--- src/rtl/rp_cnn_scheduler.sv ---
// rp_cnn_scheduler: pops region proposals per frame, launches one CNN
// classification each, reports tagged results and drains the excess.
module rp_cnn_scheduler #(
  parameter int MAX_NUM_OBJ    = 8,
  parameter int X_WIDTH        = 9,
  parameter int Y_WIDTH        = 9,
  parameter int CLASS_WIDTH    = 2,
  parameter int TIMEOUT_CYCLES = 4096
) (
  input  logic                   clk,
  input  logic                   reset,
  input  logic                   frame_start,
  input  logic                   rp_frame_done,
  input  logic [X_WIDTH-1:0]     region_x,
  input  logic [Y_WIDTH-1:0]     region_y,
  input  logic                   region_valid,
  output logic                   region_rd_en,
  output logic                   cnn_start,
  output logic [X_WIDTH-1:0]     cnn_roi_x,
  output logic [Y_WIDTH-1:0]     cnn_roi_y,
  input  logic                   cnn_done,
  input  logic [CLASS_WIDTH-1:0] cnn_class,
  output logic                   res_valid,
  output logic [X_WIDTH-1:0]     res_x,
  output logic [Y_WIDTH-1:0]     res_y,
  output logic [CLASS_WIDTH-1:0] res_class,
  output logic [3:0]             res_idx,
  output logic                   frame_busy,
  output logic                   frame_done,
  output logic [3:0]             obj_count,
  output logic [7:0]             drop_count,
  output logic                   timeout_err
);

  typedef enum logic [2:0] {
    S_IDLE,
    S_FETCH,
    S_LAUNCH,
    S_WAIT,
    S_REPORT,
    S_DRAIN,
    S_DONE
  } state_t;

  localparam logic [3:0]  MAX_OBJ  = 4'(MAX_NUM_OBJ);
  localparam logic [16:0] WD_LIMIT = 17'(TIMEOUT_CYCLES - 1);

  state_t      state;
  state_t      state_n;
  logic        rp_seen;
  logic        rp_seen_n;
  logic [15:0] wdog;
  logic        can_fetch;
  logic        timeout_hit;

  assign can_fetch = obj_count < MAX_OBJ;

  // Fires on the WAIT cycle in which the counter would reach the limit,
  // so REPORT lands exactly TIMEOUT_CYCLES after cnn_start.
  assign timeout_hit = ({1'b0, wdog} + 17'd1) >= WD_LIMIT;

  assign region_rd_en = region_valid &
    (((state == S_FETCH) & can_fetch) | (state == S_DRAIN));

  always_comb begin
    state_n = state;
    unique case (state)
      S_IDLE: begin
        if (frame_start) state_n = S_FETCH;
      end
      S_FETCH: begin
        if (region_valid) begin
          state_n = can_fetch ? S_LAUNCH : S_DRAIN;
        end else if (rp_seen || rp_frame_done) begin
          state_n = S_DONE;
        end
      end
      S_LAUNCH: state_n = S_WAIT;
      S_WAIT: begin
        if (cnn_done || timeout_hit) state_n = S_REPORT;
      end
      S_REPORT: state_n = S_FETCH;
      S_DRAIN: begin
        if (!region_valid && rp_seen) state_n = S_DONE;
      end
      S_DONE: state_n = S_IDLE;
      default: state_n = S_IDLE;
    endcase
  end

  always_comb begin
    rp_seen_n = rp_seen | rp_frame_done;
    if (state == S_IDLE) begin
      rp_seen_n = frame_start & rp_frame_done;
    end else if (state == S_DONE) begin
      rp_seen_n = 1'b0;
    end
  end

  always_ff @(posedge clk) begin
    if (reset) begin
      state       <= S_IDLE;
      rp_seen     <= 1'b0;
      wdog        <= '0;
      cnn_start   <= 1'b0;
      cnn_roi_x   <= '0;
      cnn_roi_y   <= '0;
      res_valid   <= 1'b0;
      res_x       <= '0;
      res_y       <= '0;
      res_class   <= '0;
      res_idx     <= '0;
      frame_busy  <= 1'b0;
      frame_done  <= 1'b0;
      obj_count   <= '0;
      drop_count  <= '0;
      timeout_err <= 1'b0;
    end else begin
      state      <= state_n;
      rp_seen    <= rp_seen_n;
      cnn_start  <= state_n == S_LAUNCH;
      res_valid  <= state_n == S_REPORT;
      frame_done <= state_n == S_DONE;
      frame_busy <= state_n != S_IDLE;
      unique case (state)
        S_IDLE: begin
          if (frame_start) begin
            obj_count   <= '0;
            drop_count  <= '0;
            timeout_err <= 1'b0;
          end
        end
        S_FETCH: begin
          if (region_rd_en) begin
            cnn_roi_x <= region_x;
            cnn_roi_y <= region_y;
          end
        end
        S_LAUNCH: wdog <= '0;
        S_WAIT: begin
          wdog <= wdog + 16'd1;
          if (cnn_done || timeout_hit) begin
            res_x   <= cnn_roi_x;
            res_y   <= cnn_roi_y;
            res_idx <= obj_count;
          end
          if (cnn_done) begin
            res_class <= cnn_class;
          end else if (timeout_hit) begin
            res_class   <= '1;
            timeout_err <= 1'b1;
          end
        end
        S_REPORT: obj_count <= obj_count + 4'd1;
        S_DRAIN: begin
          if (region_valid && drop_count != 8'hff) begin
            drop_count <= drop_count + 8'd1;
          end
        end
        S_DONE: ;
        default: ;
      endcase
    end
  end

endmodule

--- config.mk ---
export PLATFORM = sky130hd
export DESIGN_NAME = rp_cnn_scheduler
export DESIGN_NICKNAME = d
export VERILOG_FILES = /design/src/rtl/rp_cnn_scheduler.sv
export SDC_FILE = /design/constraint.sdc
export NUM_CORES = 1
export LEC_CHECK = 0
export ABC_AREA = 1
export CORE_ASPECT_RATIO = 0.8
export CORE_MARGIN = 2
export CORE_UTILIZATION = 32
export CTS_CLUSTER_SIZE = 8
export DETAILED_ROUTE_END_ITERATION = 8
export GPL_ROUTABILITY_DRIVEN = 0
export MAX_ROUTING_LAYER = met4
export SYNTH_ARGS = -nofsm -noshare
export SYNTH_HDL_FRONTEND = slang
export SYNTH_SLANG_ARGS = --single-unit
--- constraint.sdc ---
create_clock -name clk -period 1.85 [get_ports clk]
set_input_delay 0.4625 -clock clk [delete_from_list [all_inputs] [get_ports clk]]
set_output_delay 0.4625 -clock clk [all_outputs]
set_load 0.005 [all_outputs]
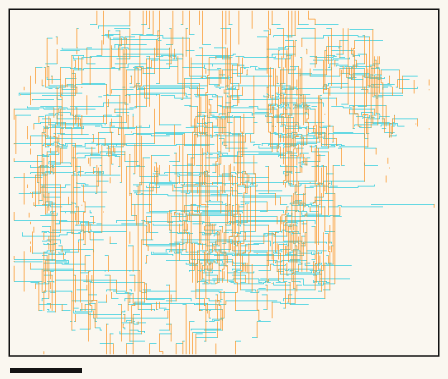
Fig. 1. Wiring by layer (run 1).
Bar = 20 um. Two of the layers only.
- cyan: metal 1 (wire length 4510 um)
- orange: metal 2 (wire length 4880 um)

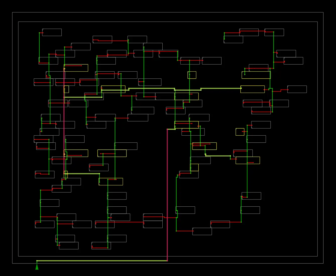
Fig. 2. Clock nets (run 1).
total CTS buffers: 9
Clock Skew: 0.009768 ns
flip-flops: 79
Clock Sink Count: 79

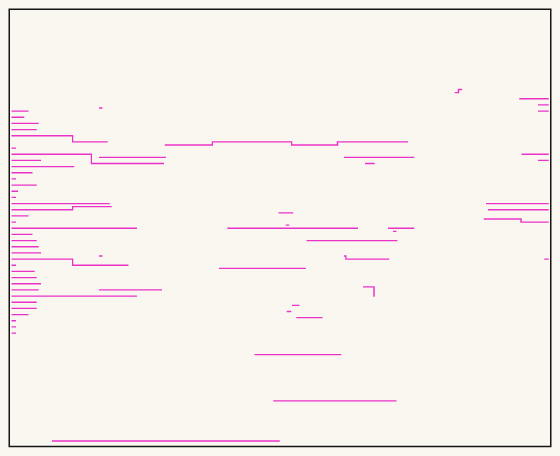
Fig. 3. Met3 routing (run 1).
- share of all routed wire: 6.4%
- longest straight run: 49.9 um
- nets with wire on the layer: 59
- wire length on this layer: 655 um
- main direction: horizontal

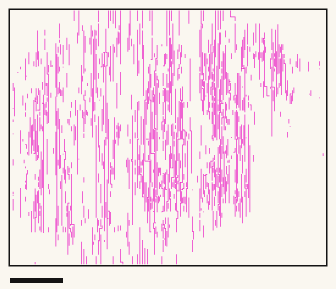
Fig. 4. The metal 2 layer (run 1).
Bar = 20 um.
- longest straight run: 52.0 um
- nets with wire on the layer: 540
- wire length on this layer: 4880 um

==> summary.txt, run 1 <==
P_leak: 0.002161 uW
Initial Util: 0.3298
PD cells: 792.2 mW/mm^2
Failing checks: negative setup slack
Mux area share: 0
Vias/cell: 4.711
Synth warn: 0
Post-synth top flop: dfxtp_1
Rows: 33
CP max stage delay: 0.36 ns
PnR worst setup slack: -0.1880 ns
Bufs on Longest Clock Path: 2
Cell-internal power: 3315 uW
Clk pwr: 1900 uW
Diodes inserted: 0
H-tree level count: 3
Combinational power share: 0.153
Power, Total: 4410 uW
Ao+oa area frac: 0.1583
FF-to-FF Start: wdog[0]
Worst-margin pin slew: 0.4214 ns
Setup violators final: 30
Ports: 86
Tapcell count: 140
Final hold vios: 0
Initial drt markers: 120
Status: complete, but fails checks
Logic cell area: 0.001859 mm^2
Grt total ovfl: 0
Met2 Usage GRT: 0.2984
Initial antenna violation count: 0
Root buf cell: clkbuf_16
Hold Slack: 0.4620 ns
Crit. Startpoint: wdog[0]
Cells resized by post-CTS repair: 50
Worst hold path depth: 2
CP max-delay cell: dfxtp_4
CTS tree: done
Clock buffer cells: 10
Most frequent logic cells in the routed design: 99 x nand2_1, 83 x clkdlybuf4s50_1, 71 x dfxtp_1
Fig. 5: run 1, power grid
Bar = 20 um. Pins as bars on the die edge.
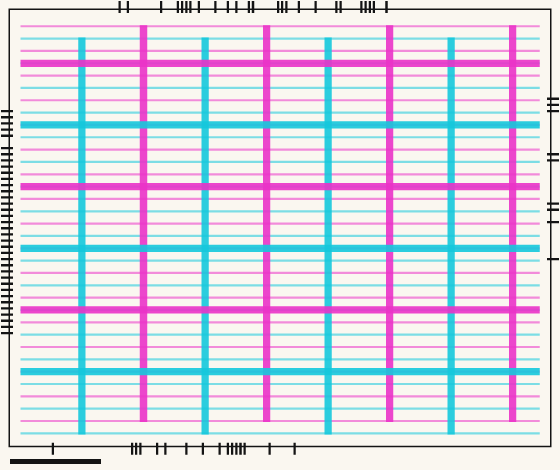

--- run 2 (diff from run 1) ---
- CORE_MARGIN: 2 -> unset
- SLEW_MARGIN: unset -> 20
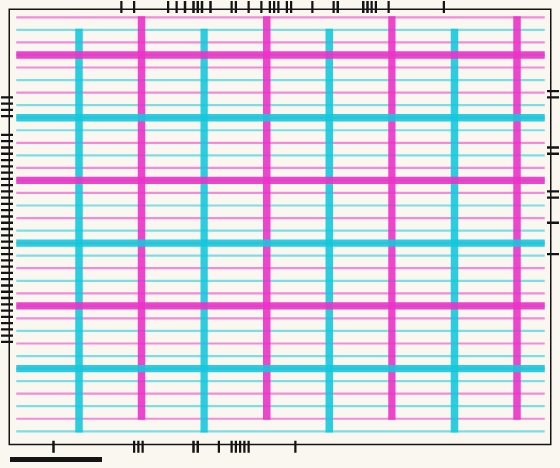
Fig. 6. Power grid (run 2).
Bar = 20 um. Pins as bars on the die edge.
- magenta: VDD
- cyan: VSS
- met5 straps: 6
- rows: 33
- signal pins: 86
- met4 straps: 8

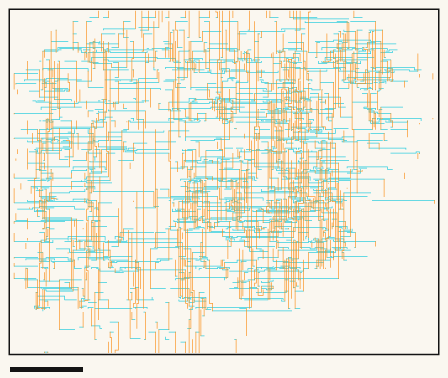
Fig. 7. Wiring by layer (run 2).
Bar = 20 um. Two of the layers only.
- orange: metal 2 (wire length 4690 um)
- cyan: metal 1 (wire length 4340 um)

==> summary.txt, run 2 <==
Diodes inserted: 0
Clock Sink Count: 79
Ports: 86
Clk pwr: 1650 uW
Flip-flops: 79
Initial antenna violation count: 0
Most frequent logic cells in the routed design: 95 x nand2_1, 83 x clkdlybuf4s50_1, 73 x dfxtp_1
Setup violators final: 32
Synth warn: 0
Grt total ovfl: 0
Clock buffer cells: 12
Total CTS buffers: 9
Status: complete, but fails checks
FF-to-FF Start: wdog[0]
Final hold vios: 0
Post-synth top flop: dfxtp_1
Clock Skew: 0.007836 ns
Logic cell area: 0.001808 mm^2
CTS tree: done
PnR worst setup slack: -0.2719 ns
CP max stage delay: 0.36 ns
Failing checks: negative setup slack
Hold Slack: 0.4618 ns
Mux area share: 0
Worst-margin pin slew: 0.3954 ns
Cells resized by post-CTS repair: 50
Ao+oa area frac: 0.1583
Power figures rest on the tool's default switching activity, not on a simulated workload.
